`config.mk`:
```
export PLATFORM = sky130hd
export DESIGN_NAME = mcu_packet_reader
export DESIGN_NICKNAME = d
export VERILOG_FILES = /design/src/rtl/drum_spi_pkg.sv /design/src/rtl/sync2.sv /design/src/rtl/mcu_packet_reader.sv
export SDC_FILE = /design/constraint.sdc
export NUM_CORES = 1
export LEC_CHECK = 0
export ABC_AREA = 0
export CORE_UTILIZATION = 26
export DETAILED_ROUTE_END_ITERATION = 10
export GPL_ROUTABILITY_DRIVEN = 1
export GPL_TIMING_DRIVEN = 0
export SLEW_MARGIN = 25
export SYNTH_ARGS = -nofsm -noshare
export SYNTH_HDL_FRONTEND = slang
export SYNTH_SLANG_ARGS = --single-unit
```
`constraint.sdc`:
```
create_clock -name clk -period 2.6 [get_ports clk]
set_input_delay 0.52 -clock clk [delete_from_list [all_inputs] [get_ports clk]]
set_output_delay 0.52 -clock clk [all_outputs]
set_load 0.01 [all_outputs]
```
`src/rtl/drum_spi_pkg.sv`:
```
// Shared types and constants for the SPI packet reader.
// Latency: n/a (declarations only).
// Backpressure: n/a.
//
// Contents: FSM state enum, default packet length, counter-width helper.
package drum_spi_pkg;

    // Default number of bytes pulled from the slave per packet.
    localparam int PKT_BYTES_DEFAULT = 32;

    typedef enum logic [2:0] {
        ST_IDLE      = 3'd0,
        ST_WAIT_DONE = 3'd1,
        ST_SETUP     = 3'd2,
        ST_SHIFT     = 3'd3,
        ST_ACK       = 3'd4,
        ST_GAP       = 3'd5
    } state_t;

    // Width of a counter that must hold 0..n-1; never narrower than 1 bit
    // so single-count configurations still elaborate.
    function automatic int cnt_width(input int n);
        return (n > 1) ? $clog2(n) : 1;
    endfunction

endpackage

```
`src/rtl/sync2.sv`:
```
// Two-flop synchronizer for a single asynchronous level.
// Latency: 2 clk cycles from input change to q.
// Backpressure: none; free-running sampler.
//
// Ports:
//   clk  - sampling clock
//   rst  - synchronous active-high reset, clears both flops
//   d    - asynchronous input level
//   q    - synchronized output level
module sync2 (
    input  logic clk,
    input  logic rst,
    input  logic d,
    output logic q
);

    logic meta;

    always_ff @(posedge clk) begin
        if (rst) begin
            meta <= 1'b0;
            q    <= 1'b0;
        end else begin
            meta <= d;
            q    <= meta;
        end
    end

endmodule

```
`src/rtl/mcu_packet_reader.sv`:
```
// SPI Mode-0 master that reads a fixed-length packet once the slave signals done.
// Latency: byte_valid on the clk edge that captures the 8th bit; pkt_valid on first ACK cycle.
// Backpressure: none; consumer must accept byte_valid/pkt_valid strobes when they fire.
//
// Ports:
//   clk, rst      - system clock, synchronous active-high reset
//   enable        - level arm; sampled only in IDLE, ignored once a read is underway
//   done_in       - asynchronous data-ready from the slave (synchronized internally)
//   sdo_in        - serial data from the slave, sampled on rising sck
//   sck, sdi      - SPI clock (idle low) and MOSI (tied low)
//   load          - packet acknowledge, high for ACK_CYC cycles after a packet
//   byte_data/idx - last assembled byte and its position in the packet
//   byte_valid    - one-cycle strobe per assembled byte
//   pkt_valid     - one-cycle strobe per completed packet
//   timeout_err   - one-cycle strobe when done never arrived
//   busy          - high in every state except IDLE
module mcu_packet_reader
    import drum_spi_pkg::*;
#(
    parameter int CLK_DIV     = 4,
    parameter int PKT_BYTES   = PKT_BYTES_DEFAULT,
    parameter int SETUP_CYC   = 2,
    parameter int ACK_CYC     = 10,
    parameter int TIMEOUT_CYC = 100000
) (
    input  logic       clk,
    input  logic       rst,
    input  logic       enable,
    input  logic       done_in,
    input  logic       sdo_in,
    output logic       sck,
    output logic       sdi,
    output logic       load,
    output logic [7:0] byte_data,
    output logic [4:0] byte_idx,
    output logic       byte_valid,
    output logic       pkt_valid,
    output logic       timeout_err,
    output logic       busy
);

    localparam int DIV_W  = cnt_width(CLK_DIV);
    localparam int BYTE_W = cnt_width(PKT_BYTES);
    localparam int TMO_W  = $clog2(TIMEOUT_CYC + 1);
    localparam int PH_W   = cnt_width((SETUP_CYC > ACK_CYC) ? SETUP_CYC : ACK_CYC);

    localparam logic [DIV_W-1:0]  DIV_LAST   = DIV_W'(CLK_DIV - 1);
    localparam logic [BYTE_W-1:0] BYTE_LAST  = BYTE_W'(PKT_BYTES - 1);
    localparam logic [TMO_W-1:0]  TMO_LAST   = TMO_W'(TIMEOUT_CYC - 1);
    localparam logic [PH_W-1:0]   SETUP_LAST = PH_W'(SETUP_CYC - 1);
    localparam logic [PH_W-1:0]   ACK_LAST   = PH_W'(ACK_CYC - 1);

    state_t            state;
    logic              done_s;
    logic [DIV_W-1:0]  div_cnt;
    logic [2:0]        bit_cnt;
    logic [BYTE_W-1:0] byte_cnt;
    logic [TMO_W-1:0]  tmo_cnt;
    logic [PH_W-1:0]   ph_cnt;
    // Only 7 bits are stored: the 8th bit goes straight from sdo_in into byte_data.
    logic [6:0]        shreg;
    // Set once the final byte of the packet has been captured; the next
    // falling sck edge then ends the shift phase.
    logic              last_byte;

    // The slave never receives data from us.
    assign sdi = 1'b0;

    sync2 u_done_sync (
        .clk (clk),
        .rst (rst),
        .d   (done_in),
        .q   (done_s)
    );

    always_ff @(posedge clk) begin
        if (rst) begin
            state       <= ST_IDLE;
            div_cnt     <= '0;
            bit_cnt     <= '0;
            byte_cnt    <= '0;
            tmo_cnt     <= '0;
            ph_cnt      <= '0;
            shreg       <= '0;
            last_byte   <= 1'b0;
            sck         <= 1'b0;
            load        <= 1'b0;
            byte_data   <= '0;
            byte_idx    <= '0;
            byte_valid  <= 1'b0;
            pkt_valid   <= 1'b0;
            timeout_err <= 1'b0;
            busy        <= 1'b0;
        end else begin
            // Strobes are single-cycle unless re-asserted below.
            byte_valid  <= 1'b0;
            pkt_valid   <= 1'b0;
            timeout_err <= 1'b0;

            case (state)
                ST_IDLE: begin
                    sck  <= 1'b0;
                    load <= 1'b0;
                    if (enable) begin
                        state   <= ST_WAIT_DONE;
                        busy    <= 1'b1;
                        tmo_cnt <= '0;
                    end
                end

                ST_WAIT_DONE: begin
                    if (done_s) begin
                        state  <= ST_SETUP;
                        ph_cnt <= '0;
                    end else if (tmo_cnt == TMO_LAST) begin
                        // TIMEOUT_CYC full cycles spent here without done.
                        state       <= ST_IDLE;
                        busy        <= 1'b0;
                        timeout_err <= 1'b1;
                    end else begin
                        tmo_cnt <= tmo_cnt + 1'b1;
                    end
                end

                ST_SETUP: begin
                    if (ph_cnt == SETUP_LAST) begin
                        state     <= ST_SHIFT;
                        sck       <= 1'b0;
                        div_cnt   <= '0;
                        bit_cnt   <= '0;
                        byte_cnt  <= '0;
                        last_byte <= 1'b0;
                    end else begin
                        ph_cnt <= ph_cnt + 1'b1;
                    end
                end

                ST_SHIFT: begin
                    if (div_cnt == DIV_LAST) begin
                        div_cnt <= '0;
                        if (!sck) begin
                            // Rising sck: the slave's bit has been stable for a
                            // full half-period, capture it MSB first.
                            sck     <= 1'b1;
                            shreg   <= {shreg[5:0], sdo_in};
                            bit_cnt <= bit_cnt + 1'b1;
                            if (bit_cnt == 3'd7) begin
                                byte_data  <= {shreg, sdo_in};
                                byte_idx   <= 5'(byte_cnt);
                                byte_valid <= 1'b1;
                                // Hold the byte counter on the last byte so it
                                // never wraps within a packet.
                                if (byte_cnt == BYTE_LAST) begin
                                    last_byte <= 1'b1;
                                end else begin
                                    byte_cnt <= byte_cnt + 1'b1;
                                end
                            end
                        end else begin
                            // Falling sck: the slave shifts its next bit out here.
                            sck <= 1'b0;
                            if (last_byte) begin
                                state     <= ST_ACK;
                                load      <= 1'b1;
                                pkt_valid <= 1'b1;
                                ph_cnt    <= '0;
                            end
                        end
                    end else begin
                        div_cnt <= div_cnt + 1'b1;
                    end
                end

                ST_ACK: begin
                    if (ph_cnt == ACK_LAST) begin
                        state  <= ST_GAP;
                        load   <= 1'b0;
                        ph_cnt <= '0;
                    end else begin
                        ph_cnt <= ph_cnt + 1'b1;
                    end
                end

                ST_GAP: begin
                    if (ph_cnt == ACK_LAST) begin
                        state <= ST_IDLE;
                        busy  <= 1'b0;
                    end else begin
                        ph_cnt <= ph_cnt + 1'b1;
                    end
                end

                default: begin
                    state <= ST_IDLE;
                    busy  <= 1'b0;
                    sck   <= 1'b0;
                    load  <= 1'b0;
                end
            endcase
        end
    end

endmodule

```
Fig. 1: run 1, clock distribution
Drawn at 6 px/micron.
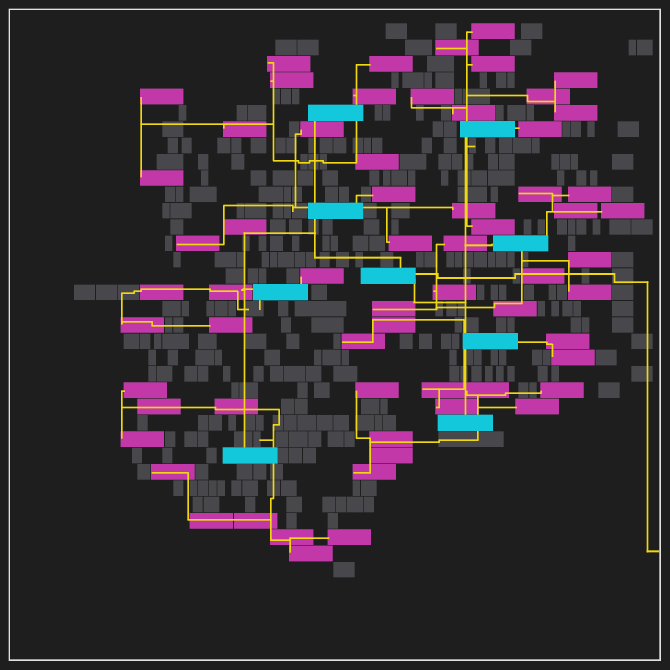
cyan -> cells driving clock nets  # count 9
yellow -> clock wires  # length 891 microns
magenta -> flip-flops  # count 63
routed clock nets = 10
power in the clock group: 1.17 mW
skew final: 0.005874 ns
insertion delay to the later sink of the worst-skew pair: 0.33 ns
Clock Power Share: 45.1%

Fig. 2: run 1, clock routing
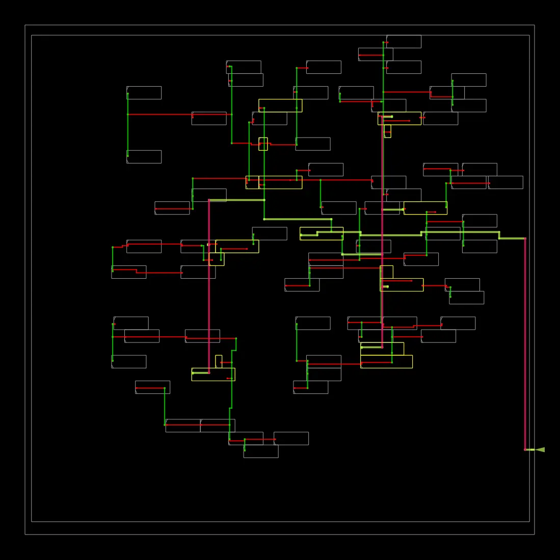
Num CTS Buffers: 9
number of clock sinks seen by CTS: 63
number of clock buffer instances in the layout: 11
flop count: 63

==> impl_summary.log, run 1 <==
[flow] final metrics
INFO  metric yosysCellCount = 358
INFO  metric firstDrtPassIters = 4
INFO  metric largest_register_ffs = 17
INFO  metric pwr_density_cell = 716.1 mW/mm^2
INFO  metric setup.worst_path.end = tmo_cnt[10]
INFO  metric hold_path_end = byte_idx[1]
INFO  metric switching_share = 27.25%
INFO  metric timing.final.crit_period = 2.309 ns
INFO  metric floorplan.rows = 38
INFO  metric design.die.area = 0.01172 sq mm
INFO  metric irDropWorstVdd = 0.0003018 V
INFO  metric top_power_group = clock
INFO  metric synth_unique_cells = 51
INFO  metric regToRegStartpoint = state[1]
INFO  metric non_clock_buffer_count = 40
INFO  metric tritoncts_clock_tree = built
INFO  metric predominant_post_synthesis_flop_cell = sky130_fd_sc_hd__dfxtp_1
INFO  metric max_freq = 433.1 MHz
INFO  metric detailroute.wirelength.met3 = 258 microns
INFO  metric seq_cell_power = 1.02 mW
INFO  metric ctsHoldBuffers = 0
INFO  metric worst_hold_path_type = register to register
INFO  metric power_report.internal_total = 1.892 mW
INFO  metric final_layout_size_suffix_gt1_share = 6.045%
INFO  metric netlist.area_leader.share = 42.97%
INFO  metric via_per_inst = 4.914
INFO  metric critical-path-max-stage-delay = 0.57 ns
INFO  metric nNonClkInverters = 5
INFO  metric top_cell = sky130_fd_sc_hd__dfxtp_1
INFO  metric critical_path_peak_fanout = 10
INFO  metric detail_route.wirelength = 6512 microns
INFO  metric drt.antenna.violating_nets = 0
INFO  metric non_clock_buffer_area_share = 8.474%
INFO  metric clock_tree.root_cell = sky130_fd_sc_hd__clkbuf_16
INFO  metric status = finished, final reports clean
INFO  metric cp_data_arrival_time = 2.57 ns
INFO  metric routabilityCongestion = 0.8079
INFO  metric final_layout_top_logic_cells = 63 x sky130_fd_sc_hd__dfxtp_1, 60 x sky130_fd_sc_hd__nand2_1, 44 x sky130_fd_sc_hd__a21oi_1
INFO  metric comb-power = 0.407 mW
INFO  metric regToRegEndpoint = byte_data[2]
INFO  metric gr-usage-all-layers = 12.10%
INFO  metric detailroute.wirelength.met2 = 2777 microns
INFO  metric logic_area = 0.001578 sq mm
INFO  metric required = 2.86 ns
INFO  metric period_utilization_post_route = 88.80%
INFO  metric yosys-top-cells-area = sky130_fd_sc_hd__dfxtp_1 43%, sky130_fd_sc_hd__nand2_1 7.7%, sky130_fd_sc_hd__a21oi_1 7.5%, sky130_fd_sc_hd__nor2_1 4.0%, sky130_fd_sc_hd__ha_1 3.4%
INFO  metric ys.warnings.count = 0
INFO  metric synth.top_cells.by_count = 63 x sky130_fd_sc_hd__dfxtp_1, 60 x sky130_fd_sc_hd__nand2_1, 44 x sky130_fd_sc_hd__a21oi_1
INFO  metric grt_first_pass_wirelength = 11,120 microns
INFO  metric max-cap-violations = 0
INFO  metric mostFrequentLayoutCell = sky130_fd_sc_hd__dfxtp_1
INFO  metric synth_nets = 371
INFO  metric seqAreaFraction = 34.72%
INFO  metric first_global_vias = 2,406
INFO  metric worstSetupPathType = input pin to register
INFO  metric critical_path_depth = 7
INFO  metric compound_area_share = 16.03%
INFO  metric tap_cells = 140
INFO  metric met1_global_route_usage = 16.21%
INFO  metric sh_comb_area = 43.44%
INFO  metric clkTransAtPathRegs = 0.06 ns
INFO  metric largest_net_degree_at_the_start_of_global_routing = 12
INFO  metric number_of_remaining_drc_errors = 0
INFO  metric synth.mux.area_fraction = 1.705%
INFO  metric clock_path_buffers = 2
INFO  metric fin_cells = 537
INFO  metric register_ranked_first_by_flip_flop_count = tmo_cnt
INFO  metric final_power = 2.601 mW
INFO  metric avgRoutedWirePerCell = 12.13 microns
INFO  metric top_logic_kind = simple AND/OR/NAND/NOR gates
INFO  metric dpl_worst_slack = -0.02896 ns
INFO  metric timing.final.setup_violations = 0
INFO  metric grt_antenna_before_repair = 0
INFO  metric syn2layout_area_growth = 23.74%
INFO  metric layout.area.top_class = multi-input combinational cells
INFO  metric cpLargestDelayFamily = simple AND/OR/NAND/NOR gates
INFO  metric post-dp-hpwl = 4710 microns
INFO  metric grt-busiest-layer = met2
INFO  metric hold_depth = 2
Fig. 3: run 1, placement density heat map
Drawn at 2 px/micron. The die is cut into 11 by 11 equal tiles; black is low, pale yellow is high, 0 to 100% covered.
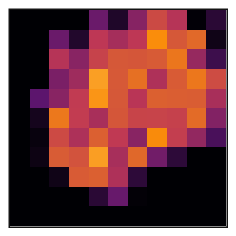
nearly empty tiles = 36%
mean over tiles = 30%
fullest tile = 79%
emptiest ninth of the die = south-east
tiles over 75% full = 3.3%
densest ninth of the die = centre
core utilization of the finished layout: 33.22%
initial core utilization: 26.84%

==> run 2: changes to the inputs <==
--- a/config.mk
+++ b/config.mk
@@ -10,7 +10,6 @@
 export DETAILED_ROUTE_END_ITERATION = 10
 export GPL_ROUTABILITY_DRIVEN = 1
 export GPL_TIMING_DRIVEN = 0
-export SLEW_MARGIN = 25
 export SYNTH_ARGS = -nofsm -noshare
 export SYNTH_HDL_FRONTEND = slang
 export SYNTH_SLANG_ARGS = --single-unit
Fig. 4: run 2, placement density heat map
Drawn at 2 px/micron. The die is cut into 11 by 11 equal tiles; black is low, pale yellow is high, 0 to 100% covered.
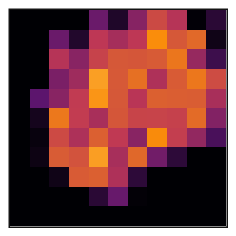
emptiest ninth of the die = south-east
densest ninth of the die = centre
nearly empty tiles = 36%
fullest tile = 79%
core region area: 0.01094 sq mm

Fig. 5: run 2, clock distribution
Drawn at 6 px/micron.
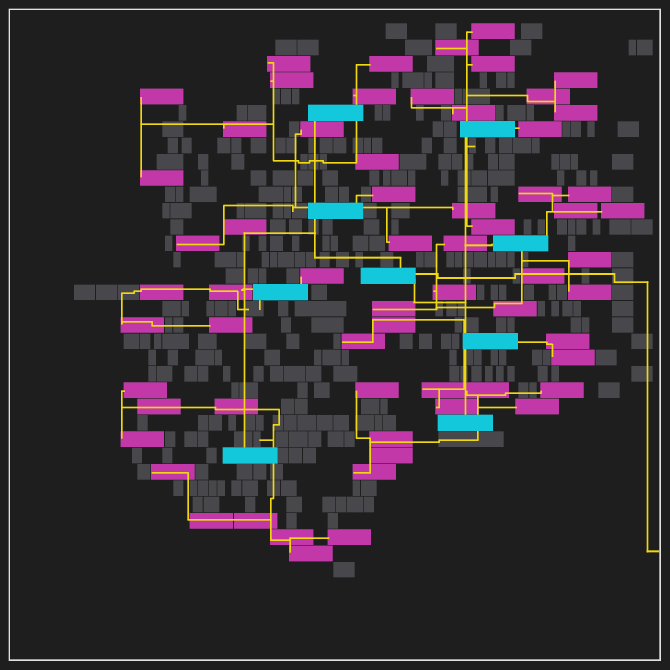
magenta -> flip-flops  # count 63
yellow -> clock wires  # length 891 microns
cyan -> cells driving clock nets  # count 9
routed clock nets = 10

==> run 2 against run 1 <==
  * Total power unchanged
  * Sequential share of layout area did not move
  * Design area unchanged
  * Largest cell class unchanged
  * Clock power about the same
  * Global-route usage is the same
  * Critical path depth is the same
  * Wire length is the same
==> impl_summary.log, run 2 <==
[flow] final metrics
INFO  metric largest_register_ffs = 17 (unchanged)
INFO  metric comb-power = 0.407 mW (about the same)
INFO  metric max_freq = 433.1 MHz (unchanged)
INFO  metric mostFrequentLayoutCell = sky130_fd_sc_hd__dfxtp_1
INFO  metric initCoreUtil = 26.84% (unchanged)
INFO  metric worst_hold_path_type = register to register
INFO  metric period_utilization_post_route = 88.80% (unchanged)
INFO  metric share_clk_of_total_power = 45.1% (about the same)
INFO  metric final_layout_top_logic_cells = 63 x sky130_fd_sc_hd__dfxtp_1, 60 x sky130_fd_sc_hd__nand2_1, 44 x sky130_fd_sc_hd__a21oi_1
INFO  metric non_clock_buffer_count = 40 (unchanged)
INFO  metric fin_util = 33.22% (unchanged)
INFO  metric critical_path_depth = 7 (unchanged)
INFO  metric via_per_inst = 4.914 (unchanged)
INFO  metric grt_antenna_before_repair = 0 (unchanged)
INFO  metric regToRegEndpoint = byte_data[2]
INFO  metric power_report.internal_total = 1.892 mW (unchanged)
INFO  metric syn2layout_area_growth = 23.74% (unchanged)
INFO  metric tritoncts_clock_tree = built
INFO  metric predominant_post_synthesis_flop_cell = sky130_fd_sc_hd__dfxtp_1
INFO  metric clock_skew = 0.005874 ns (unchanged)
INFO  metric critical-path-max-stage-delay = 0.57 ns (about the same)
INFO  metric number_of_remaining_drc_errors = 0 (unchanged)
INFO  metric seqAreaFraction = 34.72% (unchanged)
INFO  metric critical_path_peak_fanout = 10 (unchanged)
INFO  metric dpl_worst_slack = -0.02896 ns (unchanged)
INFO  metric hold_depth = 2 (unchanged)
INFO  metric grt_first_pass_wirelength = 11,120 microns (unchanged)
INFO  metric tap_cells = 140 (unchanged)
INFO  metric p_clk = 1.17 mW (about the same)
INFO  metric routabilityCongestion = 0.8079 (unchanged)
INFO  metric cp_data_arrival_time = 2.57 ns (about the same)
INFO  metric clkLatencyLatePin = 0.33 ns (about the same)
INFO  metric ctsHoldBuffers = 0 (unchanged)
INFO  metric compound_area_share = 16.03% (unchanged)
INFO  metric clock_path_buffers = 2 (unchanged)
INFO  metric yosys-top-cells-area = sky130_fd_sc_hd__dfxtp_1 43%, sky130_fd_sc_hd__nand2_1 7.7%, sky130_fd_sc_hd__a21oi_1 7.5%, sky130_fd_sc_hd__nor2_1 4.0%, sky130_fd_sc_hd__ha_1 3.4%
INFO  metric cts-buffers-inserted = 9 (unchanged)
INFO  metric clkTransAtPathRegs = 0.06 ns (about the same)
INFO  metric synth.mux.area_fraction = 1.705% (unchanged)
INFO  metric worstSetupPathType = input pin to register
INFO  metric gr-usage-all-layers = 12.10% (unchanged)
INFO  metric register_ranked_first_by_flip_flop_count = tmo_cnt
INFO  metric first_global_vias = 2,406 (unchanged)
INFO  metric post-dp-hpwl = 4710 microns (unchanged)
INFO  metric nNonClkInverters = 5 (unchanged)
INFO  metric grt-busiest-layer = met2
INFO  metric logic_area = 0.001578 sq mm (unchanged)
INFO  metric avgRoutedWirePerCell = 12.13 microns (unchanged)
INFO  metric seq_cell_power = 1.02 mW (about the same)
INFO  metric ff_count = 63 (unchanged)
INFO  metric met1_global_route_usage = 16.21% (unchanged)
INFO  metric hold_path_end = byte_idx[1]
INFO  metric yosysCellCount = 358 (unchanged)
INFO  metric layout.area.top_class = multi-input combinational cells
INFO  metric non_clock_buffer_area_share = 8.474% (unchanged)
INFO  metric top_logic_kind = simple AND/OR/NAND/NOR gates
INFO  metric max-cap-violations = 0 (unchanged)
INFO  metric regToRegStartpoint = state[1]
INFO  metric irDropWorstVdd = 0.0003018 V (unchanged)
INFO  metric drt.antenna.violating_nets = 0 (unchanged)
INFO  metric status = finished, final reports clean
INFO  metric pwr_density_cell = 716.1 mW/mm^2 (unchanged)
INFO  metric fin_cells = 537 (unchanged)
INFO  metric number_of_clock_sinks_seen_by_cts = 63 (unchanged)
INFO  metric firstDrtPassIters = 4 (unchanged)
INFO  metric clock_tree.root_cell = sky130_fd_sc_hd__clkbuf_16
Fig. 6: run 2, a small window of the routed layout
Region (42, 42) to (67, 67) microns. Cells in grey, sequential cells in the stronger grey; small squares are vias.
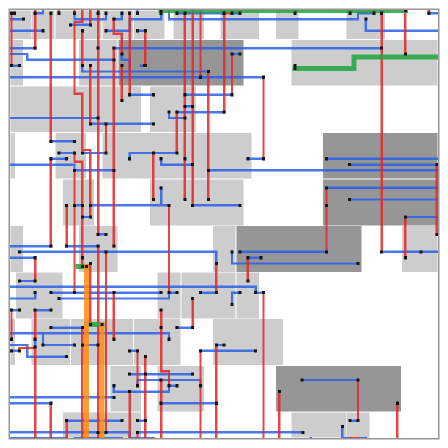

==> run 3: changes to the inputs <==
--- a/config.mk
+++ b/config.mk
@@ -10,6 +10,8 @@
 export DETAILED_ROUTE_END_ITERATION = 10
 export GPL_ROUTABILITY_DRIVEN = 1
 export GPL_TIMING_DRIVEN = 0
+export REMOVE_ABC_BUFFERS = 1
+export SETUP_SLACK_MARGIN = 0.15
 export SYNTH_ARGS = -nofsm -noshare
 export SYNTH_HDL_FRONTEND = slang
 export SYNTH_SLANG_ARGS = --single-unit
==> constraint.sdc (replaced) <==
create_clock -name clk -period 2.2 [get_ports clk]
set_input_delay 0.44 -clock clk [delete_from_list [all_inputs] [get_ports clk]]
set_output_delay 0.44 -clock clk [all_outputs]
set_load 0.01 [all_outputs]
Fig. 7: run 3, a small window of the routed layout
Region (42, 42) to (67, 67) microns. Cells in grey, sequential cells in the stronger grey; small squares are vias.
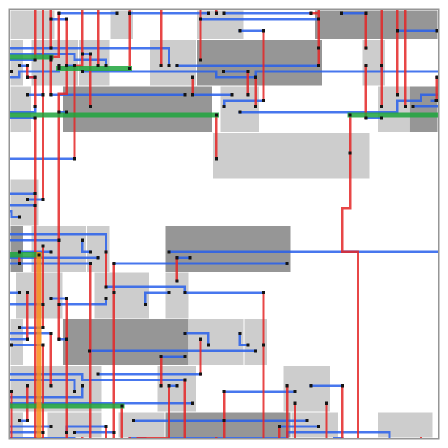
orange -> met4
red -> met2
green -> met3
blue -> met1
netlist names of flops here include = tmo_cnt (3)
most frequent = dfxtp_1 (5), nor2_1 (4), xnor2_1 (3)
sequential cells in the window = 6
cells with their middle in the window = 31

Fig. 8: run 3, placed cells, one colour a class
Drawn at 3 px/micron. Fill, decap, tap and diode cells in grey.
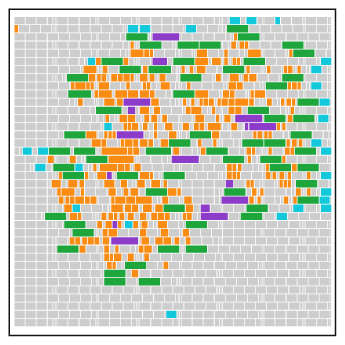
green -> flip-flops  # cells 63, share of their area 37%
cyan -> other buffers and delay cells  # cells 28, share of their area 7.6%
purple -> clock drivers and dummy loads  # cells 16, share of their area 8.0%
orange -> all other logic  # cells 279, share of their area 48%
core utilization of the finished layout: 33.27%
total non-filler cell area in the finished layout: 0.003638 sq mm

==> run 3 against run 2 <==
  * Non-clock buffer count down 12
  * Die area unchanged
  * Hold slack worse by 0.013 ns
  * Area after synthesis unchanged
  * Utilization up 0.057 points
  * Sequential power up 24%
  * Combinational power up 14%
==> impl_summary.log, run 3 <==
[flow] final metrics
INFO  metric final_layout_top_logic_cells = 59 x sky130_fd_sc_hd__nand2_1, 59 x sky130_fd_sc_hd__dfxtp_1, 44 x sky130_fd_sc_hd__a21oi_1
INFO  metric p_clk = 1.30 mW (+10%)
INFO  metric grt_first_pass_wirelength = 10,980 microns (-1.2%)
INFO  metric drt.antenna.violating_nets = 0 (unchanged)
INFO  metric clock_path_buffers = 2 (unchanged)
INFO  metric synth.mux.area_fraction = 1.705% (unchanged)
INFO  metric top_logic_kind = simple AND/OR/NAND/NOR gates
INFO  metric clock_tree.root_cell = sky130_fd_sc_hd__clkbuf_16
INFO  metric clkTransAtPathRegs = 0.05 ns (about the same)
INFO  metric grt-busiest-layer = met2
INFO  metric regToRegStartpoint = state[0]
INFO  metric critical-path-max-stage-delay = 0.51 ns (-0.06 ns)
INFO  metric critical_path_peak_fanout = 18 (+8)
INFO  metric dpl_worst_slack = -0.3418 ns (-0.3128 ns)
INFO  metric grt_antenna_before_repair = 0 (unchanged)
INFO  metric worst_hold_path_type = register to register
INFO  metric ff_count = 63 (unchanged)
INFO  metric share_clk_of_total_power = 43.0% (-2.1 points)
INFO  metric ctsHoldBuffers = 0 (unchanged)
INFO  metric register_ranked_first_by_flip_flop_count = tmo_cnt
INFO  metric status = finished, final reports clean
INFO  metric comb-power = 0.465 mW (+14%)
INFO  metric seq_cell_power = 1.26 mW (+24%)
INFO  metric hold_path_end = u_done_sync.q
INFO  metric period_utilization_post_route = 89.99%
INFO  metric regToRegEndpoint = tmo_cnt[14]
INFO  metric irDropWorstVdd = 0.0003387 V (+12%)
INFO  metric seqAreaFraction = 34.94% (+0.22 points)
INFO  metric yosysCellCount = 358 (unchanged)
INFO  metric syn2layout_area_growth = 23.96%
INFO  metric yosys-top-cells-area = sky130_fd_sc_hd__dfxtp_1 43%, sky130_fd_sc_hd__nand2_1 7.7%, sky130_fd_sc_hd__a21oi_1 7.5%, sky130_fd_sc_hd__nor2_1 4.0%, sky130_fd_sc_hd__ha_1 3.4%
INFO  metric layout.area.top_class = multi-input combinational cells
INFO  metric max-cap-violations = 0 (unchanged)
INFO  metric nNonClkInverters = 5 (unchanged)
INFO  metric largest_register_ffs = 17 (unchanged)
INFO  metric compound_area_share = 16.03% (unchanged)
INFO  metric routabilityCongestion = 0.8069 (-0.12%)
INFO  metric predominant_post_synthesis_flop_cell = sky130_fd_sc_hd__dfxtp_1
INFO  metric non_clock_buffer_area_share = 7.187% (-1.3 points)
INFO  metric fin_cells = 526 (-2.0%)
INFO  metric non_clock_buffer_count = 28 (-30%)
INFO  metric post-dp-hpwl = 4266 microns (-9.4%)
INFO  metric tap_cells = 140 (unchanged)
INFO  metric first_global_vias = 2,362 (-1.8%)
INFO  metric cp_data_arrival_time = 2.23 ns (-0.34 ns)
INFO  metric number_of_clock_sinks_seen_by_cts = 63 (unchanged)
INFO  metric max_freq = 505.1 MHz
Power is estimated from default activity; no workload was simulated.
